Fig. 1: cell sizes after repair
(4 px per um)
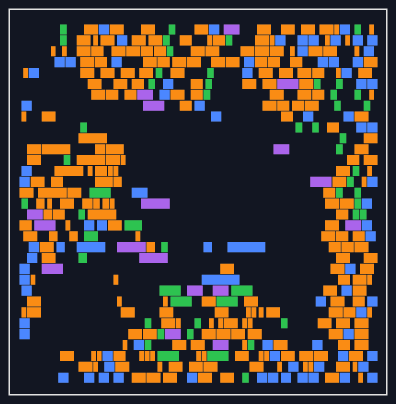
Fig. 2: wiring by layer
(4 px per um)
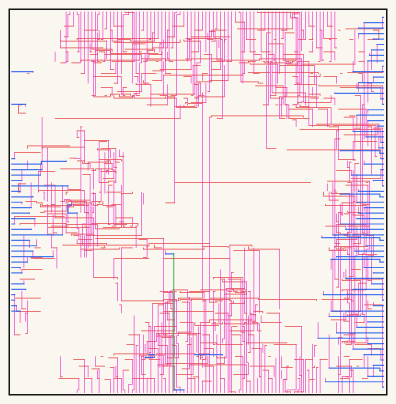
Fig. 3: placement density heat map
(4 px per um) 9 x 10 tiles, from white (low) to dark blue (high), 0 to 100% covered.
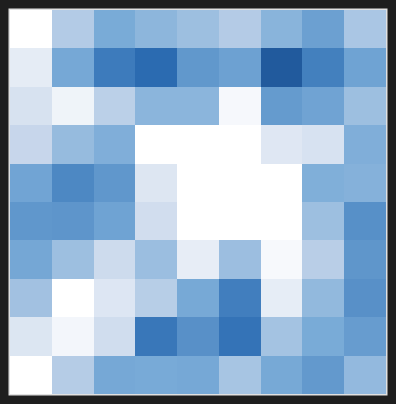
Fig. 4: clock nets
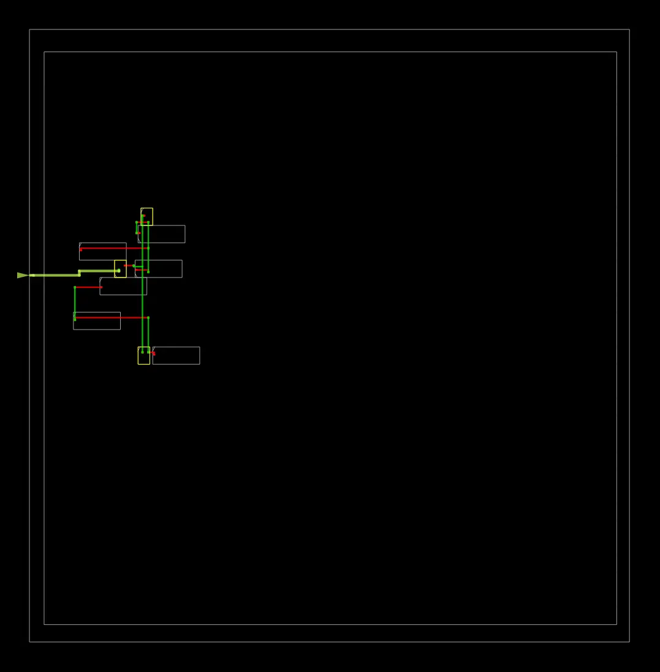
Fig. 5: PDN straps and rails
(4 px per um) Pins as bars on the die edge. Tap cells in gray.
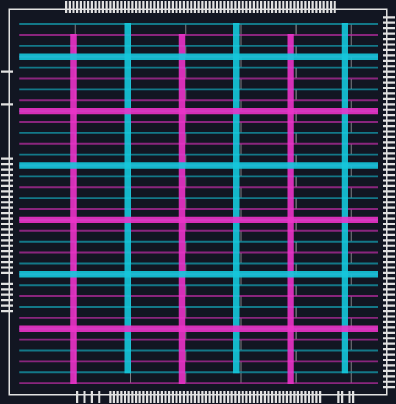
## src/rtl/mem_port_arbiter_pkg.sv

```systemverilog
// rtl/mem_port_arbiter_pkg.sv - shared widths, requester indices and helpers for the memory port arbiter
package mem_port_arbiter_pkg;

    localparam int WORD = 32;
    localparam int ADDR = 8;
    localparam int DEF_STARVE_MAX = 4;

    localparam int NREQ   = 3;
    localparam int REQ_LD = 0;
    localparam int REQ_EX = 1;
    localparam int REQ_IF = 2;

    typedef logic [NREQ-1:0] req_vec_t;

    typedef struct packed {
        logic ex_rd;
        logic if_rd;
    } rsp_tag_t;

    // True when at least two requesters compete in the same cycle.
    function automatic logic multi_req(input req_vec_t r);
        return (r[0] & r[1]) | (r[0] & r[2]) | (r[1] & r[2]);
    endfunction

endpackage

```

## src/rtl/mem_port_arbiter_if.sv

```systemverilog
// rtl/mem_port_arbiter_if.sv - requester and memory-side bundle of the memory port arbiter
interface mem_port_arbiter_if;
    import mem_port_arbiter_pkg::*;

    logic            ld_req;
    logic [ADDR-1:0] ld_addr;
    logic [WORD-1:0] ld_wdata;
    logic            ex_req;
    logic            ex_we;
    logic [ADDR-1:0] ex_addr;
    logic [WORD-1:0] ex_wdata;
    logic            if_req;
    logic [ADDR-1:0] if_addr;
    logic            ld_gnt;
    logic            ex_gnt;
    logic            if_gnt;
    logic            stall_ex;
    logic            stall_if;
    logic            ex_rvalid;
    logic            if_rvalid;
    logic [WORD-1:0] rdata;
    logic            mem_en;
    logic            mem_we;
    logic [ADDR-1:0] mem_addr;
    logic [WORD-1:0] mem_wdata;
    logic [WORD-1:0] mem_rdata;
    logic [31:0]     conflict_cnt;

    modport slave (
        input  ld_req, ld_addr, ld_wdata,
        input  ex_req, ex_we, ex_addr, ex_wdata,
        input  if_req, if_addr,
        input  mem_rdata,
        output ld_gnt, ex_gnt, if_gnt, stall_ex, stall_if,
        output ex_rvalid, if_rvalid, rdata,
        output mem_en, mem_we, mem_addr, mem_wdata,
        output conflict_cnt
    );

    modport master (
        output ld_req, ld_addr, ld_wdata,
        output ex_req, ex_we, ex_addr, ex_wdata,
        output if_req, if_addr,
        output mem_rdata,
        input  ld_gnt, ex_gnt, if_gnt, stall_ex, stall_if,
        input  ex_rvalid, if_rvalid, rdata,
        input  mem_en, mem_we, mem_addr, mem_wdata,
        input  conflict_cnt
    );

endinterface

```

## src/rtl/mem_arb_prio.sv

```systemverilog
// rtl/mem_arb_prio.sv - combinational fixed-priority select; promote swaps fetch above execute
module mem_arb_prio
    import mem_port_arbiter_pkg::*;
(
    input  req_vec_t req,
    input  logic     promote,
    output req_vec_t gnt
);

    always_comb begin
        gnt = '0;
        if (req[REQ_LD]) begin
            gnt[REQ_LD] = 1'b1;
        end else if (promote) begin
            if (req[REQ_IF])      gnt[REQ_IF] = 1'b1;
            else if (req[REQ_EX]) gnt[REQ_EX] = 1'b1;
        end else begin
            if (req[REQ_EX])      gnt[REQ_EX] = 1'b1;
            else if (req[REQ_IF]) gnt[REQ_IF] = 1'b1;
        end
    end

endmodule

```

## src/rtl/mem_port_arbiter.sv

```systemverilog
// rtl/mem_port_arbiter.sv - single-port memory arbiter for loader/execute/fetch with anti-starvation
// Optional contention counter built when MEM_ARB_PERF_EN is defined.
module mem_port_arbiter
    import mem_port_arbiter_pkg::*;
#(
    parameter int STARVE_MAX = DEF_STARVE_MAX
) (
    input  logic              clk,
    input  logic              reset,
    mem_port_arbiter_if.slave bus
);

    localparam int CW = $clog2(STARVE_MAX + 1);
    localparam logic [CW-1:0] MAX_C = CW'(STARVE_MAX);

    req_vec_t      req;
    req_vec_t      raw_gnt;
    req_vec_t      gnt;
    logic          promote_q;
    logic [CW-1:0] starve_q;
    logic [CW-1:0] starve_next;
    rsp_tag_t      tag_q;

    always_comb begin
        req         = '0;
        req[REQ_LD] = bus.ld_req;
        req[REQ_EX] = bus.ex_req;
        req[REQ_IF] = bus.if_req;
    end

    mem_arb_prio u_prio (
        .req     (req),
        .promote (promote_q),
        .gnt     (raw_gnt)
    );

    assign gnt = reset ? raw_gnt : '0;

    assign bus.ld_gnt   = gnt[REQ_LD];
    assign bus.ex_gnt   = gnt[REQ_EX];
    assign bus.if_gnt   = gnt[REQ_IF];
    assign bus.stall_ex = bus.ex_req & ~gnt[REQ_EX];
    assign bus.stall_if = bus.if_req & ~gnt[REQ_IF];

    always_comb begin
        bus.mem_en    = |gnt;
        bus.mem_we    = 1'b0;
        bus.mem_addr  = '0;
        bus.mem_wdata = '0;
        if (gnt[REQ_LD]) begin
            bus.mem_we    = 1'b1;
            bus.mem_addr  = bus.ld_addr;
            bus.mem_wdata = bus.ld_wdata;
        end else if (gnt[REQ_EX]) begin
            bus.mem_we    = bus.ex_we;
            bus.mem_addr  = bus.ex_addr;
            bus.mem_wdata = bus.ex_wdata;
        end else if (gnt[REQ_IF]) begin
            bus.mem_addr  = bus.if_addr;
        end
    end

    // Loader traffic is initialisation, so it freezes the starvation count instead of advancing it.
    always_comb begin
        starve_next = starve_q;
        if (!bus.if_req || gnt[REQ_IF]) begin
            starve_next = '0;
        end else if (!gnt[REQ_LD] && starve_q != MAX_C) begin
            starve_next = starve_q + CW'(1);
        end
    end

    always_ff @(posedge clk) begin
        if (!reset) begin
            starve_q  <= '0;
            promote_q <= 1'b0;
            tag_q     <= '0;
        end else begin
            starve_q     <= starve_next;
            promote_q    <= (starve_next == MAX_C);
            tag_q.ex_rd  <= gnt[REQ_EX] & ~bus.ex_we;
            tag_q.if_rd  <= gnt[REQ_IF];
        end
    end

    assign bus.ex_rvalid = tag_q.ex_rd;
    assign bus.if_rvalid = tag_q.if_rd;
    assign bus.rdata     = bus.mem_rdata;

`ifdef MEM_ARB_PERF_EN
    logic [31:0] conflict_q;

    always_ff @(posedge clk) begin
        if (!reset) begin
            conflict_q <= '0;
        end else if (multi_req(req) && conflict_q != 32'hFFFF_FFFF) begin
            conflict_q <= conflict_q + 32'd1;
        end
    end

    assign bus.conflict_cnt = conflict_q;
`else
    assign bus.conflict_cnt = 32'h0;
`endif

endmodule
```

## src/flat_wrapper.sv

```systemverilog
// flat-port wrapper written by rule: the top's interface ports become plain ports
module mem_port_arbiter_flat import mem_port_arbiter_pkg::*;
#(
    parameter int STARVE_MAX = DEF_STARVE_MAX
)
  (clk, reset, bus_ld_req, bus_ld_addr, bus_ld_wdata, bus_ex_req, bus_ex_we, bus_ex_addr, bus_ex_wdata, bus_if_req, bus_if_addr, bus_mem_rdata, bus_ld_gnt, bus_ex_gnt, bus_if_gnt, bus_stall_ex, bus_stall_if, bus_ex_rvalid, bus_if_rvalid, bus_rdata, bus_mem_en, bus_mem_we, bus_mem_addr, bus_mem_wdata, bus_conflict_cnt);
  mem_port_arbiter_if bus_i ();
  input  logic clk;
  input  logic reset;
  input wire logic [$bits(bus_i.ld_req)-1:0] bus_ld_req;
  input wire logic [$bits(bus_i.ld_addr)-1:0] bus_ld_addr;
  input wire logic [$bits(bus_i.ld_wdata)-1:0] bus_ld_wdata;
  input wire logic [$bits(bus_i.ex_req)-1:0] bus_ex_req;
  input wire logic [$bits(bus_i.ex_we)-1:0] bus_ex_we;
  input wire logic [$bits(bus_i.ex_addr)-1:0] bus_ex_addr;
  input wire logic [$bits(bus_i.ex_wdata)-1:0] bus_ex_wdata;
  input wire logic [$bits(bus_i.if_req)-1:0] bus_if_req;
  input wire logic [$bits(bus_i.if_addr)-1:0] bus_if_addr;
  input wire logic [$bits(bus_i.mem_rdata)-1:0] bus_mem_rdata;
  output wire logic [$bits(bus_i.ld_gnt)-1:0] bus_ld_gnt;
  output wire logic [$bits(bus_i.ex_gnt)-1:0] bus_ex_gnt;
  output wire logic [$bits(bus_i.if_gnt)-1:0] bus_if_gnt;
  output wire logic [$bits(bus_i.stall_ex)-1:0] bus_stall_ex;
  output wire logic [$bits(bus_i.stall_if)-1:0] bus_stall_if;
  output wire logic [$bits(bus_i.ex_rvalid)-1:0] bus_ex_rvalid;
  output wire logic [$bits(bus_i.if_rvalid)-1:0] bus_if_rvalid;
  output wire logic [$bits(bus_i.rdata)-1:0] bus_rdata;
  output wire logic [$bits(bus_i.mem_en)-1:0] bus_mem_en;
  output wire logic [$bits(bus_i.mem_we)-1:0] bus_mem_we;
  output wire logic [$bits(bus_i.mem_addr)-1:0] bus_mem_addr;
  output wire logic [$bits(bus_i.mem_wdata)-1:0] bus_mem_wdata;
  output wire logic [$bits(bus_i.conflict_cnt)-1:0] bus_conflict_cnt;
  assign bus_i.ld_req = bus_ld_req;
  assign bus_i.ld_addr = bus_ld_addr;
  assign bus_i.ld_wdata = bus_ld_wdata;
  assign bus_i.ex_req = bus_ex_req;
  assign bus_i.ex_we = bus_ex_we;
  assign bus_i.ex_addr = bus_ex_addr;
  assign bus_i.ex_wdata = bus_ex_wdata;
  assign bus_i.if_req = bus_if_req;
  assign bus_i.if_addr = bus_if_addr;
  assign bus_i.mem_rdata = bus_mem_rdata;
  assign bus_ld_gnt = bus_i.ld_gnt;
  assign bus_ex_gnt = bus_i.ex_gnt;
  assign bus_if_gnt = bus_i.if_gnt;
  assign bus_stall_ex = bus_i.stall_ex;
  assign bus_stall_if = bus_i.stall_if;
  assign bus_ex_rvalid = bus_i.ex_rvalid;
  assign bus_if_rvalid = bus_i.if_rvalid;
  assign bus_rdata = bus_i.rdata;
  assign bus_mem_en = bus_i.mem_en;
  assign bus_mem_we = bus_i.mem_we;
  assign bus_mem_addr = bus_i.mem_addr;
  assign bus_mem_wdata = bus_i.mem_wdata;
  assign bus_conflict_cnt = bus_i.conflict_cnt;
  mem_port_arbiter #(.STARVE_MAX(STARVE_MAX)) u_core (.clk(clk), .reset(reset), .bus(bus_i));
endmodule
```

## config.mk

```make
export PLATFORM = sky130hd
export DESIGN_NAME = mem_port_arbiter_flat
export DESIGN_NICKNAME = d
export VERILOG_FILES = /design/src/rtl/mem_port_arbiter_pkg.sv /design/src/rtl/mem_port_arbiter_if.sv /design/src/rtl/mem_arb_prio.sv /design/src/rtl/mem_port_arbiter.sv /design/src/flat_wrapper.sv
export SDC_FILE = /design/constraint.sdc
export NUM_CORES = 1
export LEC_CHECK = 0
export CORE_AREA = 2 2 92 94
export CTS_BUF_LIST = sky130_fd_sc_hd__clkbuf_2
export DETAILED_ROUTE_END_ITERATION = 16
export DIE_AREA = 0 0 94 96
export GPL_TIMING_DRIVEN = 0
export PLACE_DENSITY = 0.78
export SYNTH_ARGS = -nofsm -noshare
export SYNTH_HDL_FRONTEND = slang
export SYNTH_HIERARCHICAL = 1
export SYNTH_SLANG_ARGS = --single-unit
```

## constraint.sdc

```tcl
create_clock -name clk -period 2.2 [get_ports clk]
set_input_delay 0.55 -clock clk [delete_from_list [all_inputs] [get_ports clk]]
set_output_delay 0.55 -clock clk [all_outputs]
set_load 0.01 [all_outputs]
```

==> impl_metrics.csv <==
group,metric,value,unit
layout,clkCellAreaFrac,0.440,%
placed_design,globalplace.congestion,0.751,
run_status,outcome,"finished with violations",
clocking,cts_setup_buffers,9,
clocking,clkSlewWorstSetupHoldPaths,0.06,ns
placed_design,placedInstanceArea,0.00329,sq mm
clocking,tritoncts,"built",
detailed_routing,routed.top_layer,"met4",
timing,timing_worst_slew_pin_value,0.487,ns
run,stage_log_warnings,29,
synthesis,post_synth_xor_area_fraction,0.674,%
layout,largest_register_ff_count,3,
synthesis,netlist-cell-type-count,25,
global_route,grt.met1_usage,12.8,%
global_route,grt_use_met2,27.4,%
layout,regMostFlops,"u_core/starve_q",
layout,layout.cells.most_common_list,"sky130_fd_sc_hd__clkdlybuf4s50_1, sky130_fd_sc_hd__buf_4, sky130_fd_sc_hd__buf_2, sky130_fd_sc_hd__a22o_1, sky130_fd_sc_hd__conb_1",
setup_path,worst-path-buf-inv,4,
setup_path,critPathRequiredTime,1.65,ns
synthesis,synthSimpleGateAreaFrac,12.8,%
timing,timing.final.ws_setup,-0.106,ns
setup_path,critPathTopFamily,"AND-OR/OR-AND gates",
setup_path,worst_ep_arrival_time,1.76,ns
power_and_ir_drop,internal_power,530,uW
clocking,cts-root-buf,"sky130_fd_sc_hd__clkbuf_2",
setup_path,crit_end,"bus_mem_addr[3]",
layout,num-nonclk-inverters,7,
detailed_routing,routed-wl-met2,3860,um
power_and_ir_drop,pwr-share-comb,76.1,%
layout,fillerInstances,826,
layout,antenna_cells,0,
min_path,class_of_the_tightest_hold_or_removal_check,"flip-flop to flip-flop",
power_and_ir_drop,power-top-group,"combinational cells",
placed_design,dp_slack,-1.23,ns
setup_path,path_depth,8,
synthesis,asyncSetResetFlopFracSynth,0,%
layout,layout_top_cell,"sky130_fd_sc_hd__clkdlybuf4s50_1",
layout,area_dominant_class,"buffers",
setup_path,crit_path_max_fanout,4,
timing,layout_worst_path_cycle_share,105,%
timing,maxSlewViolCount,0,
synthesis,synth.top_cells.by_area,"sky130_fd_sc_hd__buf_4, sky130_fd_sc_hd__a22o_1, sky130_fd_sc_hd__dfxtp_1",
timing,report.final.setup_viol,25,
setup_path,timing.critical_path.slowest_cell_delay,0.26,ns
layout,comb_area_share,24.7,%
timing,setup_tns,-1.10,ns
layout,clockBufferCount,3,
synthesis,top_count_cell_post_synth,"sky130_fd_sc_hd__buf_4",
synthesis,synth-seq-cells,6,
clocking,post_cts_resize_count,230,
power_and_ir_drop,p_clk_share,9.5,%
global_route,globalRouteOverflowTotal,0,
floorplan,fp.dieArea,0.00902,sq mm
detailed_routing,detailedRoute.firstIterationViolations,65,
detailed_routing,number_of_iterations_in_the_first_detailed_routing_pass,4,
global_route,grt_most_used_layer,"met2",
power_and_ir_drop,power_switching_share,32.9,%
placed_design,dp.final_hpwl,5590,um
run_status,failed_checks,"setup timing",
synthesis,ys_dominant_reg_cell,"sky130_fd_sc_hd__dfxtp_1",
clocking,hold_fix_buffer_count_after_cts,0,
power_and_ir_drop,p_leak,0.00169,uW
timing,timing.final.hold_violations,0,
setup_path,critical_path.slowest_cell,"sky130_fd_sc_hd__and3b_2",
timing,grt_setup_unrepaired,"yes",
clocking,clock_latency,0.21,ns
global_route,via_count_of_the_first_global_routing_pass,1898,
power_and_ir_drop,seqPwrFrac,14.4,%
timing,final_period_minus_worst_setup_slack,2.31,ns
detailed_routing,metal_1_wl,2240,um
synthesis,netlist.area_leader.share,37.6,%
detailed_routing,ant_nets,0,
timing,slew_headroom,67.1,%
power_and_ir_drop,totalPowerFinal,790,uW
run,max_cap_viol_count,0,
layout,buffer_area_share,66.6,%
synthesis,synth.cells.most_frequent,"sky130_fd_sc_hd__buf_4, sky130_fd_sc_hd__a22o_1, sky130_fd_sc_hd__nor2_1",
layout,post_route_cells_drive_above_1_share,38.7,%
layout,combinational_gate_count,116,
synthesis,mux_contribution_to_synthesized_area,0.771,%
layout,sh_seq_area,3.52,%
power_and_ir_drop,comb_cell_power,602,uW
layout,flop_area,120,sq um
global_route,antenna_found_initial,0,
setup_path,r2r_setup_slack,0.69,ns
layout,finalNonFillerCells,498,
layout,mi_logic_area,843,sq um
power_and_ir_drop,power_density_relative_to_cell_area,231,mW/mm^2
power_and_ir_drop,sequentialPower,114,uW
layout,nonClockBufferCount,261,
synthesis,synth.yosys.chip_area,0.00130,sq mm
synthesis,ys_top_logic_family,"buffers and inverters",
synthesis,ys_cells,172,
floorplan,num_rows,33,
setup_path,cp_cell_instances,"buf_8 > inv_4 > o211a_1 > and3b_2 > buf_6 > a221oi_2 > nor2_1 > buf_2",
synthesis,sequential_cell_area_fraction_in_the_yosys_report,9.25,%
synthesis,enable_flop_cells,0,
setup_path,endpoint_kind,"output port",
synthesis,yosys_warn_count,6,
setup_path,reg2regPathDepth,5,
clocking,clock_tree.htree_level_count,1,
synthesis,netlist_area,0.00130,sq mm
detailed_routing,avgViaCountPerCell,3.90,
detailed_routing,drcViolationCount,0,
floorplan,pin_count,239,
floorplan,n_tap_cell,105,
setup_path,critical_path.startpoint,"bus_ex_req",
detailed_routing,met3_length,581,um
setup_path,crit_type,"input pin to output port",
synthesis,post_synth.cell_area_avg,7.55,sq um
synthesis,yosys_top_cell_by_area,"sky130_fd_sc_hd__buf_4",
placed_design,port-buffer-count,174,
layout,finalNetCount,523,
synthesis,synth-adder-area-share,1.93,%
setup_path,worst_setup_path_start_kind,"input pin",
setup_path,crit-reg2reg-capture,"u_core/promote_q",
global_route,grt_start_max_net_pins,11,
synthesis,ys_sh_aoi,31.2,%
global_route,first_pass_grt_wire_length,9200,um
clocking,clk_path_buf_depth,2,
synthesis,netlist_instances,172,
timing,maxClockFrequency,0.434,GHz
placed_design,placed_cells,482,
timing,fin_worst_hold_slack,0.554,ns
setup_path,timing.rr.start,"u_core/starve_q[0]",
power_and_ir_drop,netSwitchingPower,260,uW
global_route,grt_util_met3,2.19,%
About Fig. 1:
x1 and smaller: shown in orange, cells 241, most used clkdlybuf4s50_1. x3 and x4: shown in blue, cells 83, most used buf_4. x2: shown in green, cells 52, most used buf_2. x6 and larger: shown in purple, cells 17, most used buf_6.
min setup slack post-route: -0.106 ns
area of all placed cells without fillers: 0.00342 sq mm
Synth-to-Final Area Change: 163%

About Fig. 2:
M4: shown in green, wire length 34.0 um. M3: shown in blue, wire length 582 um. M1: shown in red, wire length 2,240 um. M2: shown in magenta, wire length 3,860 um.
global-route total usage across every layer: 12.7%
post-DR wirelength/cell: 13.5 um
DRT Wirelength: 6720 um
total vias in the final route: 1,943

About Fig. 3:
The mean over all tiles is 36%. 13% of the tiles are nearly empty. The emptiest ninth of the die: middle. 2.2% of the tiles are over 75% full. The fullest tile reaches 83%.
core utilization of the finished layout: 42.4%
core area: 0.00805 sq mm
pre-placement core utilization: 16.1%

About Fig. 4:
flip-flops: 6
Max Clock Skew: 0.000768 ns
power consumed by the clock network: 75.4 uW
number of clock buffers inserted by TritonCTS: 3
Sink Count: 6

About Fig. 5:
VSS: shown in magenta. VDD: shown in cyan.
105 tap cells. 239 signal pins sit on the boundary. 6 straps on met5. 6 straps on met4.
peak supply drop: 198 uV
width of the chip: 94 um
die y size: 96 um

[worst min-delay path by stage]
stage                        from                 end  slack, ns  depth (start not counted)
6_report       u_core/starve_q[1]  u_core/starve_q[1]       0.55                          2
5_1_grt        u_core/starve_q[1]  u_core/starve_q[1]       0.60                          2
4_1_cts        u_core/starve_q[1]  u_core/starve_q[1]       0.56                          2
3_5_place_dp   u_core/starve_q[1]  u_core/starve_q[1]       0.55                          2
3_3_place_gp   u_core/starve_q[1]  u_core/starve_q[1]       0.53                          2
2_1_floorplan  u_core/starve_q[1]  u_core/starve_q[1]       0.50                          2
No activity file was given, so power comes from the tool's default toggle rates.
